--- src/rtl/ahb_mtimer.sv ---
// ahb_mtimer: AHB-lite machine timer with 64-bit mtime/mtimecmp and level irq; define MTIMER_PRESCALE_EN to add the PRESC tick prescaler
module ahb_mtimer #(
  parameter int          ADDR_W       = 8,
  parameter logic [63:0] MTIME_RST    = 64'h0,
  parameter logic [63:0] MTIMECMP_RST = 64'hFFFF_FFFF_FFFF_FFFF
) (
  input  logic              clk,
  input  logic              rst,
  input  logic              hsel,
  input  logic [ADDR_W-1:0] haddr,
  input  logic [1:0]        htrans,
  input  logic              hwrite,
  input  logic [2:0]        hsize,
  input  logic [31:0]       hwdata,
  input  logic              hready,
  output logic [31:0]       hrdata,
  output logic              hready_out,
  output logic [1:0]        hresp,
  output logic              timer_irq
);
  logic [63:0] mtime_q, mtime_d, mtime_w, mtimecmp_q, mtimecmp_d;
  logic [31:0] hi_shadow_q, hi_shadow_d, hrdata_q, hrdata_d, presc_rd;
  logic        en_q, en_d, irq_q, irq_d, wr_q, wr_d, ok_q, ok_d;
  logic [2:0]  off_q, off_d, roff;
  logic [7:0]  wsel;
  logic        acc, rd, tick, unused_ok;
  assign acc  = hsel & htrans[1] & hready;
  assign rd   = acc & ~hwrite;
  assign roff = haddr[4:2];
  assign wsel = (wr_q & ok_q) ? 8'(1) << off_q : 8'd0;
`ifdef MTIMER_PRESCALE_EN
  logic [15:0] presc_q, presc_d, pcnt_q, pcnt_d;
  // Prescaler: one tick every PRESC+1 clocks, period restarts when disabled or PRESC is rewritten
  always_comb begin
    presc_d = wsel[5] ? hwdata[15:0] : presc_q;
    tick    = en_q & ~wsel[5] & (pcnt_q == presc_q);
    pcnt_d  = (~en_q | wsel[5] | tick) ? 16'd0 : pcnt_q + 16'd1;
  end
  // Prescaler state
  always_ff @(posedge clk) begin
    if (rst) begin
      presc_q <= '0;
      pcnt_q  <= '0;
    end else begin
      presc_q <= presc_d;
      pcnt_q  <= pcnt_d;
    end
  end
  assign presc_rd  = {16'd0, presc_d};
  assign unused_ok = &{1'b0, haddr[1:0], haddr[ADDR_W-1:5], htrans[0], wsel[7:6]};
`else
  assign tick      = en_q;
  assign presc_rd  = 32'd0;
  assign unused_ok = &{1'b0, haddr[1:0], haddr[ADDR_W-1:5], htrans[0], wsel[7:5]};
`endif
  // Data-phase write, tick (dropped when software writes mtime), irq compare and read mux over post-write values
  always_comb begin
    mtime_w     = {wsel[1] ? hwdata : mtime_q[63:32], wsel[0] ? hwdata : mtime_q[31:0]};
    mtimecmp_d  = {wsel[3] ? hwdata : mtimecmp_q[63:32], wsel[2] ? hwdata : mtimecmp_q[31:0]};
    en_d        = wsel[4] ? hwdata[0] : en_q;
    mtime_d     = (wsel[0] | wsel[1] | ~tick) ? mtime_w : mtime_q + 64'd1;
    irq_d       = mtime_q >= mtimecmp_q;
    wr_d        = acc & hwrite;
    off_d       = roff;
    ok_d        = hsize == 3'b010;
    hi_shadow_d = (rd && roff == 3'd0) ? mtime_w[63:32] : hi_shadow_q;
    hrdata_d    = ~rd            ? hrdata_q :
                  roff == 3'd0   ? mtime_w[31:0] :
                  roff == 3'd1   ? (wsel[1] ? hwdata : hi_shadow_q) :
                  roff == 3'd2   ? mtimecmp_d[31:0] :
                  roff == 3'd3   ? mtimecmp_d[63:32] :
                  roff == 3'd4   ? {31'd0, en_d} :
                  roff == 3'd5   ? presc_rd : 32'd0;
  end
  // Timer registers and pending data-phase state; reset discards any pending write
  always_ff @(posedge clk) begin
    if (rst) begin
      mtime_q     <= MTIME_RST;
      mtimecmp_q  <= MTIMECMP_RST;
      en_q        <= 1'b0;
      irq_q       <= 1'b0;
      wr_q        <= 1'b0;
      ok_q        <= 1'b0;
      off_q       <= 3'd0;
      hi_shadow_q <= 32'd0;
      hrdata_q    <= 32'd0;
    end else begin
      mtime_q     <= mtime_d;
      mtimecmp_q  <= mtimecmp_d;
      en_q        <= en_d;
      irq_q       <= irq_d;
      wr_q        <= wr_d;
      ok_q        <= ok_d;
      off_q       <= off_d;
      hi_shadow_q <= hi_shadow_d;
      hrdata_q    <= hrdata_d;
    end
  end
  assign hrdata     = hrdata_q;
  assign timer_irq  = irq_q;
  assign hready_out = 1'b1;
  assign hresp      = 2'b00;
endmodule

--- config.mk ---
export PLATFORM = sky130hd
export DESIGN_NAME = ahb_mtimer
export DESIGN_NICKNAME = d
export VERILOG_FILES = /design/src/rtl/ahb_mtimer.sv
export SDC_FILE = /design/constraint.sdc
export NUM_CORES = 1
export LEC_CHECK = 0
export CORE_MARGIN = 3
export CORE_UTILIZATION = 45
export CTS_BUF_LIST = sky130_fd_sc_hd__clkbuf_8
export CTS_CLUSTER_SIZE = 24
export DETAILED_ROUTE_END_ITERATION = 7
export GPL_ROUTABILITY_DRIVEN = 0
export MAX_ROUTING_LAYER = met4
export SETUP_SLACK_MARGIN = 0.2
export SYNTH_ARGS = -nofsm -noshare
export SYNTH_HDL_FRONTEND = slang
export SYNTH_SLANG_ARGS = --single-unit
--- constraint.sdc ---
create_clock -name clk -period 4.8 [get_ports clk]
set_clock_uncertainty 0.1 [all_clocks]
set_input_delay 0.48 -clock clk [delete_from_list [all_inputs] [get_ports clk]]
set_output_delay 0.48 -clock clk [all_outputs]
set_load 0.005 [all_outputs]
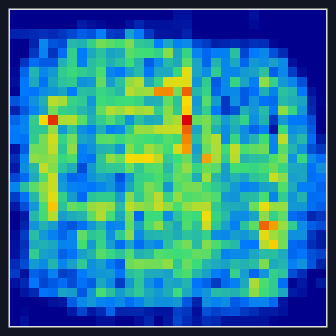
**Above:** wiring heat map.
33 x 33 tiles, from dark blue (low) to red (high), scaled to the fullest tile. Values are wire area over tile area, all layers added.
- fullest tile: 0.79
- densest ninth of the die: center
- nearly empty tiles: 13%
- emptiest ninth of the die: upper right
- mean over tiles: 0.25
GRT Util Overall: 30.60%
drt total wl: 41970 um
WL/cell: 22.71 um

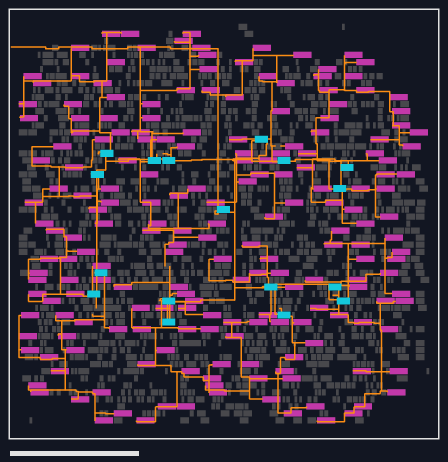
**Above:** clock distribution.
Bar = 50 um.
- flip-flops: magenta (count 199)
- clock wires: orange (length 2650 um)
- clock drivers: cyan (count 17)
- routed clock nets: 18
clock group share of total power: 36.6%
Clk power: 1070 uW
Latency at later pin: 0.48 ns

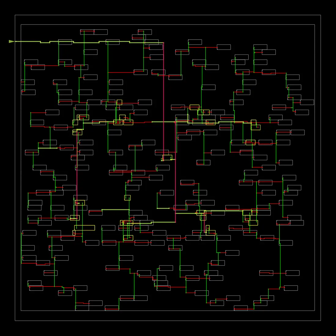
**Above:** clock routing.
TritonCTS sink count: 199
CTS Buf Count: 17
clkbuf count: 17
flip-flops: 199

==> results.py <==
# Generated from Yosys and OpenROAD reports
metrics = {
    "placement": {
        "dp_cells": 1816,
        "hpwlAfterDp_um": 30020,
        "placed_area_mm2": 0.01242,
    },
    "floorplan": {
        "io_pins": 86,
        "fp_util_pct": 46.48,
        "die_w_um": 165.7,
        "die_y_um": 165.7,
        "dieArea_mm2": 0.02744,
        "nWellTaps": 324,
    },
    "synthesis": {
        "yosys_area_mm2": 0.01147,
        "top_logic_kind": "AND-OR/OR-AND gates",
        "yosysSeqAreaShare_pct": 34.73,
        "synthAoiAreaFrac_pct": 22.62,
        "ys.flops": 199,
        "edf_count": 0,
        "avgSynthCellArea_um2": 7.713,
        "syn_area_mm2": 0.01147,
        "ys_cells": 1487,
        "postSynthCellCount": 1487,
    },
    "route": {
        "route.detailed.drc": 0,
        "first_pass_iters": 6,
        "route.detailed.vias_per_inst": 6.182,
        "top_layer_used": "met4",
        "wl_met3_um": 2758,
    },
    "pwr": {
        "vdd_drop_max_mv": 0.1348,
        "switching_share_pct": 26.97,
        "power.leakage_uw": 0.005558,
        "seqPwrFrac_pct": 57.0,
        "p_per_area_mw_per_mm2": 228.6,
        "intPower_uw": 2134,
        "p_sw_uw": 788.0,
    },
    "critical_path": {
        "required_ns": 5.03,
        "crit_buf_inv": 0,
        "slowest_stage": "nor4_1",
        "end_kind": "flop",
        "r2r-end": "mtime_q[61]$_SDFF_PP0_",
        "path_depth": 7,
        "start_kind": "flop",
        "cp_top_family": "simple AND/OR/NAND/NOR gates",
    },
    "layout": {
        "nNonClkInverters": 72,
        "finalNonFillerCells": 1848,
        "seqCellArea_mm2": 0.003984,
        "antenna_cells": 0,
        "comb_share_pct": 53.31,
        "num-multi-input-gates": 1120,
        "reg_top3": "mtime_q x64, mtimecmp_q x64",
    },
    "clock_tree": {
        "cts_max_path_buffers": 2,
        "clk_pin_slew_worst_paths_ns": 0.11,
        "htreeDepth": 4,
        "post_cts_resized": 0,
        "post-cts-setup-buffers": 0,
        "holdBufCountCts": 0,
    },
    "timing": {
        "whs_ns": 0.4107,
        "tightestPinTransition_ns": 0.9771,
        "min_period_ns": 3.338,
        "fmax_ghz": 0.2996,
        "slew_viol_final": 0,
        "layout_setup_ws_ns": 1.462,
    },
    "run": {
        "warnings": 32,
    },
    "grt": {
        "grt_overflow_total": 0,
        "grt_pass1_vias": 10820,
        "use_met2_pct": 48.62,
        "grt_pass1_wl_um": 64310,
    },
    "worst_hold_path": {
        "holdPathEnd": "mtimecmp_q[49]$_SDFF_PP1_",
        "hold_start": "mtimecmp_q[49]$_SDFF_PP1_",
    },
    "outcome": {
        "status": "complete, no violations",
    },
}
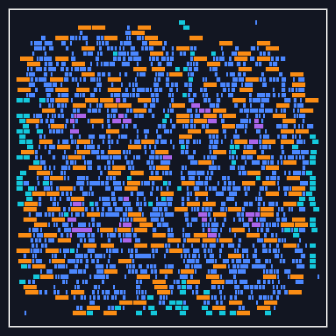
**Above:** cell classes on the final placement.
- combinational and other logic: blue (cells 1192; share of their area 57%)
- clock drivers and dummy loads: purple (cells 32; share of their area 2.9%)
- other buffers and delay cells: cyan (cells 101; share of their area 7.6%)
- flops: orange (cells 199; share of their area 32%)
Seq area share: 31.17%
utilization after layout: 51.79%
Core Region: 0.02468 mm^2
design area: 0.01278 mm^2
Rows: 57

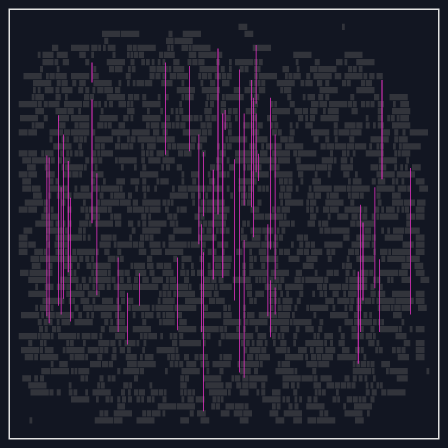
**Above:** metal 4.
- longest straight run: 117 um
- wire length on this layer: 1880 um
via count: 11420

==> synth_stat cells (all sizes together), types with 19 or more instances <==
library cell	n	area [um^2]
nor2	112	420.4
o21ai	107	535.5
clkbuf	80	334.1
a21oi	201	1010
nor3	19	111.4
mux2i	67	670.6
ha	65	813.3
a31oi	33	206.5
dfxtp	199	3984
inv	71	266.5
nand3	33	182.7
nand4	35	234.0
nand2	224	848.3
a211oi	30	225.2
==> power groups by stage <==
stage / combinational [uW] / clock, uW / sequential, uW
global route: 196 / 1140 / 1670
finish: 186 / 1070 / 1670
global placement: 183 / 0 / 1700
floorplan: 77.3 / 0 / 1700
detailed placement: 182 / 0 / 1700
CTS: 183 / 1080 / 1660
Power and IR drop assume default switching activity.
